Fig. 1: routed metal, one color a layer
Bar = 50 um.
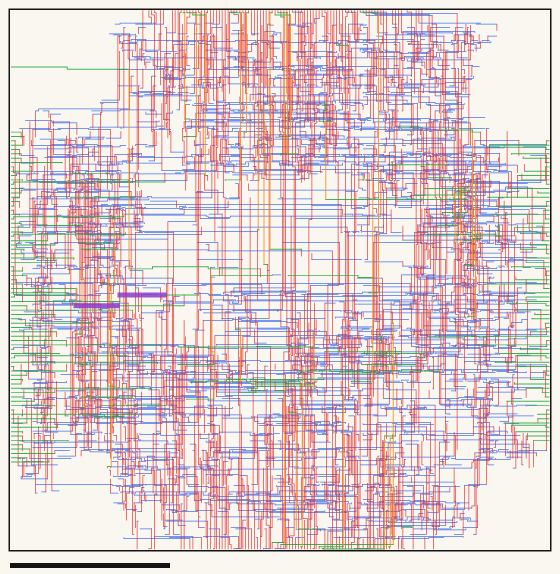
Fig. 2: selected gate families
Bar = 50 um.
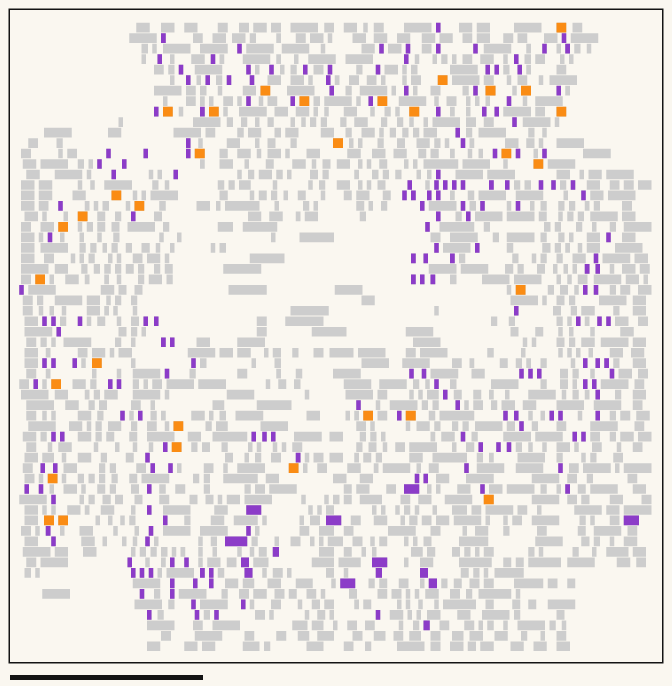
Fig. 3: clock wires, drivers and flops
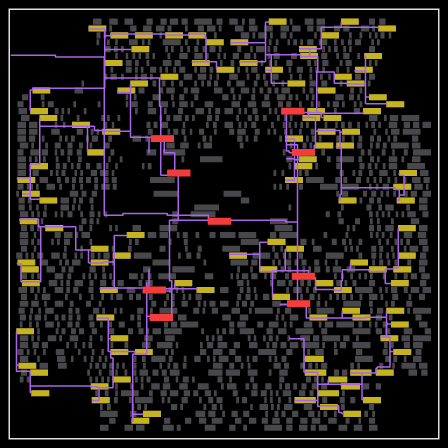
Fig. 4: placement density heat map
The die is cut into 17 by 17 equal tiles; dark blue is low, red is high, 0 to 100% covered.
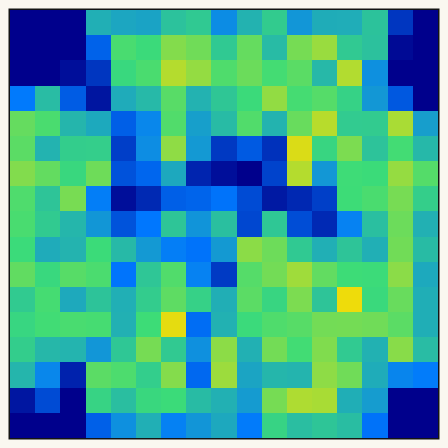
Fig. 5: congestion heat map
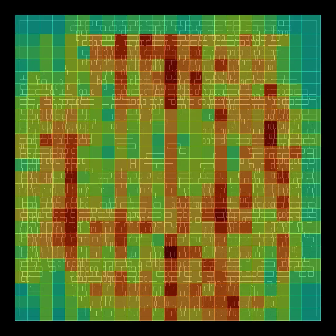
### src/rtl/id_ex_issue_pkg.sv
// Shared widths, constants and the ID/EX pipeline register layout for the
// decode-to-execute issue stage.
package id_ex_issue_pkg;

   localparam int WORD_BUS      = 32;
   localparam int EX_OP_LOW_BUS = 8;
   localparam int REG_ADDR_BUS  = 5;

   typedef logic [WORD_BUS-1:0]      word_t;
   typedef logic [EX_OP_LOW_BUS-1:0] ex_op_t;
   typedef logic [REG_ADDR_BUS-1:0]  reg_addr_t;

   localparam word_t     ZERO_WORD = '0;
   localparam reg_addr_t ZERO_REG  = '0;
   localparam ex_op_t    EX_NOP    = 8'h00;

   localparam ex_op_t EX_LOGIC_AND = 8'h24;
   localparam ex_op_t EX_LOGIC_OR  = 8'h25;
   localparam ex_op_t EX_LOGIC_XOR = 8'h26;
   localparam ex_op_t EX_LOGIC_NOR = 8'h27;
   localparam ex_op_t EX_LOGIC_LUI = 8'h0f;

   typedef struct packed {
      logic      alu_enable;
      ex_op_t    op;
      word_t     src_left;
      word_t     src_right;
      word_t     store_data;
      reg_addr_t dst;
      logic      write_reg;
      logic      is_load;
   } id_ex_reg_t;

   localparam id_ex_reg_t BUBBLE = '{
      alu_enable: 1'b0, op: EX_NOP, src_left: ZERO_WORD, src_right: ZERO_WORD,
      store_data: ZERO_WORD, dst: ZERO_REG, write_reg: 1'b0, is_load: 1'b0};

   // True when a stage writing dst should bypass the value of register r.
   function automatic logic fwd_hit(logic wr, reg_addr_t dst, reg_addr_t r);
      return wr && (dst == r);
   endfunction

endpackage

### src/rtl/id_ex_issue_if.sv
// Decoded-instruction bundle in, execute operand bundle out, plus the
// stall/flush handshake between ID, the issue stage and EX.
interface id_ex_issue_if;
   import id_ex_issue_pkg::*;

   logic      flush;
   logic      exStall;
   logic      stallReq;

   logic      idValid;
   ex_op_t    idOp;
   reg_addr_t idRs;
   reg_addr_t idRt;
   logic      idReadRs;
   logic      idReadRt;
   logic      idUseImm;
   word_t     idImm;
   reg_addr_t idDst;
   logic      idWriteReg;
   logic      idIsLoad;
   word_t     rsData;
   word_t     rtData;

   word_t     exResult;
   logic      memWriteReg;
   reg_addr_t memDst;
   word_t     memResult;

   logic      aluEnable;
   ex_op_t    op;
   word_t     srcLeft;
   word_t     srcRight;
   word_t     storeData;
   reg_addr_t exDst;
   logic      exWriteReg;
   logic      exIsLoad;

   modport master (
      output flush, exStall, idValid, idOp, idRs, idRt, idReadRs, idReadRt,
             idUseImm, idImm, idDst, idWriteReg, idIsLoad, rsData, rtData,
             exResult, memWriteReg, memDst, memResult,
      input  stallReq, aluEnable, op, srcLeft, srcRight, storeData,
             exDst, exWriteReg, exIsLoad
   );

   modport slave (
      input  flush, exStall, idValid, idOp, idRs, idRt, idReadRs, idReadRt,
             idUseImm, idImm, idDst, idWriteReg, idIsLoad, rsData, rtData,
             exResult, memWriteReg, memDst, memResult,
      output stallReq, aluEnable, op, srcLeft, srcRight, storeData,
             exDst, exWriteReg, exIsLoad
   );

endinterface

### src/rtl/id_ex_issue_operand_forward.sv
// Operand bypass mux for one source register: r0 is hard zero, then the EX
// result, then the MEM result, then register-file data.
module operand_forward
   import id_ex_issue_pkg::*;
(
   input  reg_addr_t i_reg,
   input  word_t     i_rf_data,
   input  logic      i_ex_write,
   input  reg_addr_t i_ex_dst,
   input  word_t     i_ex_result,
   input  logic      i_mem_write,
   input  reg_addr_t i_mem_dst,
   input  word_t     i_mem_result,
   output word_t     o_value
);

   always_comb begin
      o_value = i_rf_data;
      if (i_reg == ZERO_REG)
         o_value = ZERO_WORD;
      else if (fwd_hit(i_ex_write, i_ex_dst, i_reg))
         o_value = i_ex_result;
      else if (fwd_hit(i_mem_write, i_mem_dst, i_reg))
         o_value = i_mem_result;
   end

endmodule

### src/rtl/id_ex_issue.sv
// ID/EX issue stage: resolves operands with EX/MEM forwarding, detects
// load-use hazards and updates the ID/EX register under flush/stall priority.
module id_ex_issue
   import id_ex_issue_pkg::*;
(
   input logic          clk,
   input logic          rst,
   id_ex_issue_if.slave bus
);

   id_ex_reg_t r_idex;
   id_ex_reg_t w_issue;
   word_t      w_rs_val;
   word_t      w_rt_val;
   logic       w_load_use;

   operand_forward u_fwd_rs (
      .i_reg        (bus.idRs),
      .i_rf_data    (bus.rsData),
      .i_ex_write   (r_idex.write_reg),
      .i_ex_dst     (r_idex.dst),
      .i_ex_result  (bus.exResult),
      .i_mem_write  (bus.memWriteReg),
      .i_mem_dst    (bus.memDst),
      .i_mem_result (bus.memResult),
      .o_value      (w_rs_val)
   );

   operand_forward u_fwd_rt (
      .i_reg        (bus.idRt),
      .i_rf_data    (bus.rtData),
      .i_ex_write   (r_idex.write_reg),
      .i_ex_dst     (r_idex.dst),
      .i_ex_result  (bus.exResult),
      .i_mem_write  (bus.memWriteReg),
      .i_mem_dst    (bus.memDst),
      .i_mem_result (bus.memResult),
      .o_value      (w_rt_val)
   );

   // A load in EX has no result yet; a dependent instruction must wait one
   // cycle and pick the data up from MEM.
   assign w_load_use = bus.idValid && r_idex.is_load && (r_idex.dst != ZERO_REG) &&
                       ((bus.idReadRs && (bus.idRs == r_idex.dst)) ||
                        (bus.idReadRt && (bus.idRt == r_idex.dst)));

   assign bus.stallReq = (bus.exStall || w_load_use) && !bus.flush;

   always_comb begin
      w_issue            = BUBBLE;
      w_issue.alu_enable = 1'b1;
      w_issue.op         = bus.idOp;
      w_issue.src_left   = w_rs_val;
      w_issue.src_right  = bus.idUseImm ? bus.idImm : w_rt_val;
      w_issue.store_data = w_rt_val;
      w_issue.dst        = bus.idDst;
      w_issue.write_reg  = bus.idWriteReg;
      w_issue.is_load    = bus.idIsLoad;
   end

   always_ff @(posedge clk) begin
      if (rst)
         r_idex <= BUBBLE;
      else if (bus.flush)
         r_idex <= BUBBLE;
      else if (bus.exStall)
         r_idex <= r_idex;
      else if (w_load_use)
         r_idex <= BUBBLE;
      else if (bus.idValid)
         r_idex <= w_issue;
      else
         r_idex <= BUBBLE;
   end

   assign bus.aluEnable  = r_idex.alu_enable;
   assign bus.op         = r_idex.op;
   assign bus.srcLeft    = r_idex.src_left;
   assign bus.srcRight   = r_idex.src_right;
   assign bus.storeData  = r_idex.store_data;
   assign bus.exDst      = r_idex.dst;
   assign bus.exWriteReg = r_idex.write_reg;
   assign bus.exIsLoad   = r_idex.is_load;

endmodule

### src/flat_wrapper.sv
// flat-port wrapper written by rule: the top's interface ports become plain ports
module id_ex_issue_flat import id_ex_issue_pkg::*;
  (clk, rst, bus_flush, bus_exStall, bus_idValid, bus_idOp, bus_idRs, bus_idRt, bus_idReadRs, bus_idReadRt, bus_idUseImm, bus_idImm, bus_idDst, bus_idWriteReg, bus_idIsLoad, bus_rsData, bus_rtData, bus_exResult, bus_memWriteReg, bus_memDst, bus_memResult, bus_stallReq, bus_aluEnable, bus_op, bus_srcLeft, bus_srcRight, bus_storeData, bus_exDst, bus_exWriteReg, bus_exIsLoad);
  id_ex_issue_if bus_i ();
  input logic clk;
  input logic rst;
  input wire logic [$bits(bus_i.flush)-1:0] bus_flush;
  input wire logic [$bits(bus_i.exStall)-1:0] bus_exStall;
  input wire logic [$bits(bus_i.idValid)-1:0] bus_idValid;
  input wire logic [$bits(bus_i.idOp)-1:0] bus_idOp;
  input wire logic [$bits(bus_i.idRs)-1:0] bus_idRs;
  input wire logic [$bits(bus_i.idRt)-1:0] bus_idRt;
  input wire logic [$bits(bus_i.idReadRs)-1:0] bus_idReadRs;
  input wire logic [$bits(bus_i.idReadRt)-1:0] bus_idReadRt;
  input wire logic [$bits(bus_i.idUseImm)-1:0] bus_idUseImm;
  input wire logic [$bits(bus_i.idImm)-1:0] bus_idImm;
  input wire logic [$bits(bus_i.idDst)-1:0] bus_idDst;
  input wire logic [$bits(bus_i.idWriteReg)-1:0] bus_idWriteReg;
  input wire logic [$bits(bus_i.idIsLoad)-1:0] bus_idIsLoad;
  input wire logic [$bits(bus_i.rsData)-1:0] bus_rsData;
  input wire logic [$bits(bus_i.rtData)-1:0] bus_rtData;
  input wire logic [$bits(bus_i.exResult)-1:0] bus_exResult;
  input wire logic [$bits(bus_i.memWriteReg)-1:0] bus_memWriteReg;
  input wire logic [$bits(bus_i.memDst)-1:0] bus_memDst;
  input wire logic [$bits(bus_i.memResult)-1:0] bus_memResult;
  output wire logic [$bits(bus_i.stallReq)-1:0] bus_stallReq;
  output wire logic [$bits(bus_i.aluEnable)-1:0] bus_aluEnable;
  output wire logic [$bits(bus_i.op)-1:0] bus_op;
  output wire logic [$bits(bus_i.srcLeft)-1:0] bus_srcLeft;
  output wire logic [$bits(bus_i.srcRight)-1:0] bus_srcRight;
  output wire logic [$bits(bus_i.storeData)-1:0] bus_storeData;
  output wire logic [$bits(bus_i.exDst)-1:0] bus_exDst;
  output wire logic [$bits(bus_i.exWriteReg)-1:0] bus_exWriteReg;
  output wire logic [$bits(bus_i.exIsLoad)-1:0] bus_exIsLoad;
  assign bus_i.flush = bus_flush;
  assign bus_i.exStall = bus_exStall;
  assign bus_i.idValid = bus_idValid;
  assign bus_i.idOp = bus_idOp;
  assign bus_i.idRs = bus_idRs;
  assign bus_i.idRt = bus_idRt;
  assign bus_i.idReadRs = bus_idReadRs;
  assign bus_i.idReadRt = bus_idReadRt;
  assign bus_i.idUseImm = bus_idUseImm;
  assign bus_i.idImm = bus_idImm;
  assign bus_i.idDst = bus_idDst;
  assign bus_i.idWriteReg = bus_idWriteReg;
  assign bus_i.idIsLoad = bus_idIsLoad;
  assign bus_i.rsData = bus_rsData;
  assign bus_i.rtData = bus_rtData;
  assign bus_i.exResult = bus_exResult;
  assign bus_i.memWriteReg = bus_memWriteReg;
  assign bus_i.memDst = bus_memDst;
  assign bus_i.memResult = bus_memResult;
  assign bus_stallReq = bus_i.stallReq;
  assign bus_aluEnable = bus_i.aluEnable;
  assign bus_op = bus_i.op;
  assign bus_srcLeft = bus_i.srcLeft;
  assign bus_srcRight = bus_i.srcRight;
  assign bus_storeData = bus_i.storeData;
  assign bus_exDst = bus_i.exDst;
  assign bus_exWriteReg = bus_i.exWriteReg;
  assign bus_exIsLoad = bus_i.exIsLoad;
  id_ex_issue u_core (.clk(clk), .rst(rst), .bus(bus_i));
endmodule
### config.mk
export PLATFORM = sky130hd
export DESIGN_NAME = id_ex_issue_flat
export DESIGN_NICKNAME = d
export VERILOG_FILES = /design/src/rtl/id_ex_issue_pkg.sv /design/src/rtl/id_ex_issue_if.sv /design/src/rtl/id_ex_issue_operand_forward.sv /design/src/rtl/id_ex_issue.sv /design/src/flat_wrapper.sv
export SDC_FILE = /design/constraint.sdc
export NUM_CORES = 1
export LEC_CHECK = 0
export ABC_AREA = 1
export CAP_MARGIN = 10
export CELL_PAD_IN_SITES_DETAIL_PLACEMENT = 1
export CELL_PAD_IN_SITES_GLOBAL_PLACEMENT = 1
export CORE_MARGIN = 2
export CORE_UTILIZATION = 25
export DETAILED_ROUTE_END_ITERATION = 16
export HOLD_SLACK_MARGIN = 0.15
export PLACE_DENSITY = 0.81
export SLEW_MARGIN = 20
export SYNTH_ARGS = -nofsm -noshare
export SYNTH_HDL_FRONTEND = slang
export SYNTH_SLANG_ARGS = --single-unit
### constraint.sdc
create_clock -name clk -period 2.2 [get_ports clk]
set_input_delay 0.66 -clock clk [delete_from_list [all_inputs] [get_ports clk]]
set_output_delay 0.66 -clock clk [all_outputs]
set_load 0.1 [all_outputs]
==> CHANGELOG.md <==
### Physical design

- Status: finished, violations left
- Failing checks: setup timing
- RD Place Congestion: 0.885
- Worst Slack Setup Final: -0.213 ns
- FF-to-FF End: u_core.bus.srcRight[31]$_SDFFE_PP0N_
- Number of cell rows: about 60
- Most frequent cells in the layout: nand2_1 (301), nor2_1 (195), clkdlybuf4s50_1 (178)
- Buffers on Ports: 311
- Synth area leaders: dfxtp_1 (33%), nand2_1 (17%), nor2_1 (11%)
- DRC Markers: 0
- Vias per inst: 5.10
- CTS tree: built
- Final tally of setup violations: 1
- Post-synth EDFFs: 0
- Critical Path AT: 1.75 ns
- Net Sw Power: 2.04 mW
- TritonCTS buffer count: 9
- I/O pin cnt: 312
- Fin. max-slew vios: 0
- Yosys stat area: 6820 um^2
- Die y size: 169 um
- Number of global-route vias before repair: slightly below 10000
- Syn Nets: 1328
- CTS sink count: between 100 and 150
- Cell count after synthesis: 1129
- Post-Place Cell Area: approximately 11000 um^2
- Synth cell count leaders: nand2_1 (312), nor2_1 (204), nand3_1 (138)
-- Fig. 1 (at the start) --
[green] metal 3 | wire length: 2410 um
[red] metal 2 | wire length: 18100 um
[blue] metal 1 | wire length: 15400 um
[purple] metal 5 | wire length: 26.7 um
[orange] metal 4 | wire length: 1420 um
DR vias: 9111
total wire length: 37.4 mm

-- Fig. 2 (at the start) --
[purple] NOR gates | cells: 209 | most used: nor2_1 | where: all over the die
[orange] AND-OR and OR-AND gates | cells: 32 | most used: o21a_1
final cell count without fillers: 1787
logic share of the area: 36.0%
most used logic cell in the final layout: nand2_1

-- Fig. 3 (at the start) --
[purple] clock wires | length: 1820 um
[yellow] flip-flops | count: 112
[red] clock drivers | count: 9
flops lie: all over the die
clock skew after layout: 0.00865 ns
clk_lat worst skew: 0.36 ns
clock network power share: 29.8%

-- Fig. 4 (at the start) --
mean over tiles: 38%
fullest tile: 73%
emptiest ninth of the die: top left
nearly empty tiles: 7.6%
FP Util: 25.4%
Core ar.: 26900 um^2
Final Util: 42.5%

-- Fig. 5 (at the start) --
M2 GR Usage: 43.1%
met3 usage: 5.74%

## how the worst max path moves through the flow
stage | startpoint | end | slack, ns | cells after the start
after global placement | bus_idRt[3] | bus_stallReq | -0.72 | 11
after global routing | u_core.bus.exDst[0]$_SDFFE_PP0N_ | bus_stallReq | -0.28 | 9
after detailed placement | bus_idRt[3] | u_core.bus.srcRight[13]$_SDFFE_PP0N_ | -0.73 | 14
final | bus_idRt[0] | bus_stallReq | -0.21 | 10
after floorplan | bus_idRt[3] | bus_stallReq | -0.44 | 9
after CTS | bus_idRt[3] | bus_stallReq | -0.19 | 10
## through the flow
stage	hold slack, ns	cells	worst slack (ns)
5_1_grt	0.492	1787	-0.275
3_5_place_dp	0.458	1752	-0.725
4_1_cts	0.471	1782	-0.186
3_3_place_gp	0.454	1752	-0.722
6_report	0.470	1787	-0.213
2_1_floorplan	0.633	1129	-0.435
## kinds of logic after synthesis
group	after synthesis	synth area share, %
AND/OR/NAND/NOR	746	47.3
buffers and inverters	149	9.50
AND-OR/OR-AND	120	10.0
flip-flops	112	32.9
XOR/XNOR	2	0.257
## flip-flops by register name, indices dropped and copies added (netlist names)
name	flops
u_core.bus.exWriteReg	1
u_core.bus.exDst	5
u_core.bus.srcLeft	32
u_core.bus.aluEnable	1
u_core.bus.exIsLoad	1
u_core.bus.storeData	32
u_core.bus.op	8
u_core.bus.srcRight	32
## worst max-delay path, cell delays in order
cell     delay (ns)
buf_4          0.10
inv_2          0.04
nand2_1        0.06
nand2_2        0.07
nor2_4         0.11
nand4_1        0.15
nand2_2        0.13
nand2_4        0.07
a21oi_4        0.17
buf_12         0.19
## what timing repair did
| action | 4_1_cts | 5_1_grt |
|---|---|---|
| gates resized | 65 | 26 |
| buffers inserted | 12 | 0 |
| endpoints found under the setup margin | 98 | 94 |
| pin swaps | 15 | 15 |
| gates cloned | 4 | 3 |
| hold buffers | 0 | 0 |
## routing by layer
| metal | track usage, % | share of wire, % | vias up |
|---|---|---|---|
| met1 | 30.2 | 41 | 4381 |
| met4 | 11.3 | 3.8 | 4 |
| li1 | - | - | 4326 |
| met5 | 0 | 0.070 | - |
| met3 | 5.74 | 6.4 | 78 |
| met2 | 43.1 | 49 | 322 |
## power groups by stage
stage	Combinational [mW]	Sequential, mW	Clock (mW)
3_3_place_gp	1.75	2.16	0
5_1_grt	1.97	2.12	1.80
4_1_cts	1.84	2.12	1.73
2_1_floorplan	0.537	2.54	0
3_5_place_dp	1.77	2.17	0
6_report	1.85	2.12	1.68
## layout make-up
| class | count | area (um^2) | area share [%] |
|---|---|---|---|
| clock inverter | 6 | 53.8 | 0.471 |
| sequential | 112 | 2260 | 19.8 |
| clock buffer | 10 | 229 | 2.00 |
| tap | 341 | 427 | 3.73 |
| antenna | 4 | 10.0 | 0.0876 |
| inverter | 57 | 231 | 2.03 |
| multi-input combinational | 868 | 4110 | 36.0 |
| timing repair buffer | 389 | 4110 | 35.9 |
Power figures rest on the tool's default switching activity, not on a simulated workload.
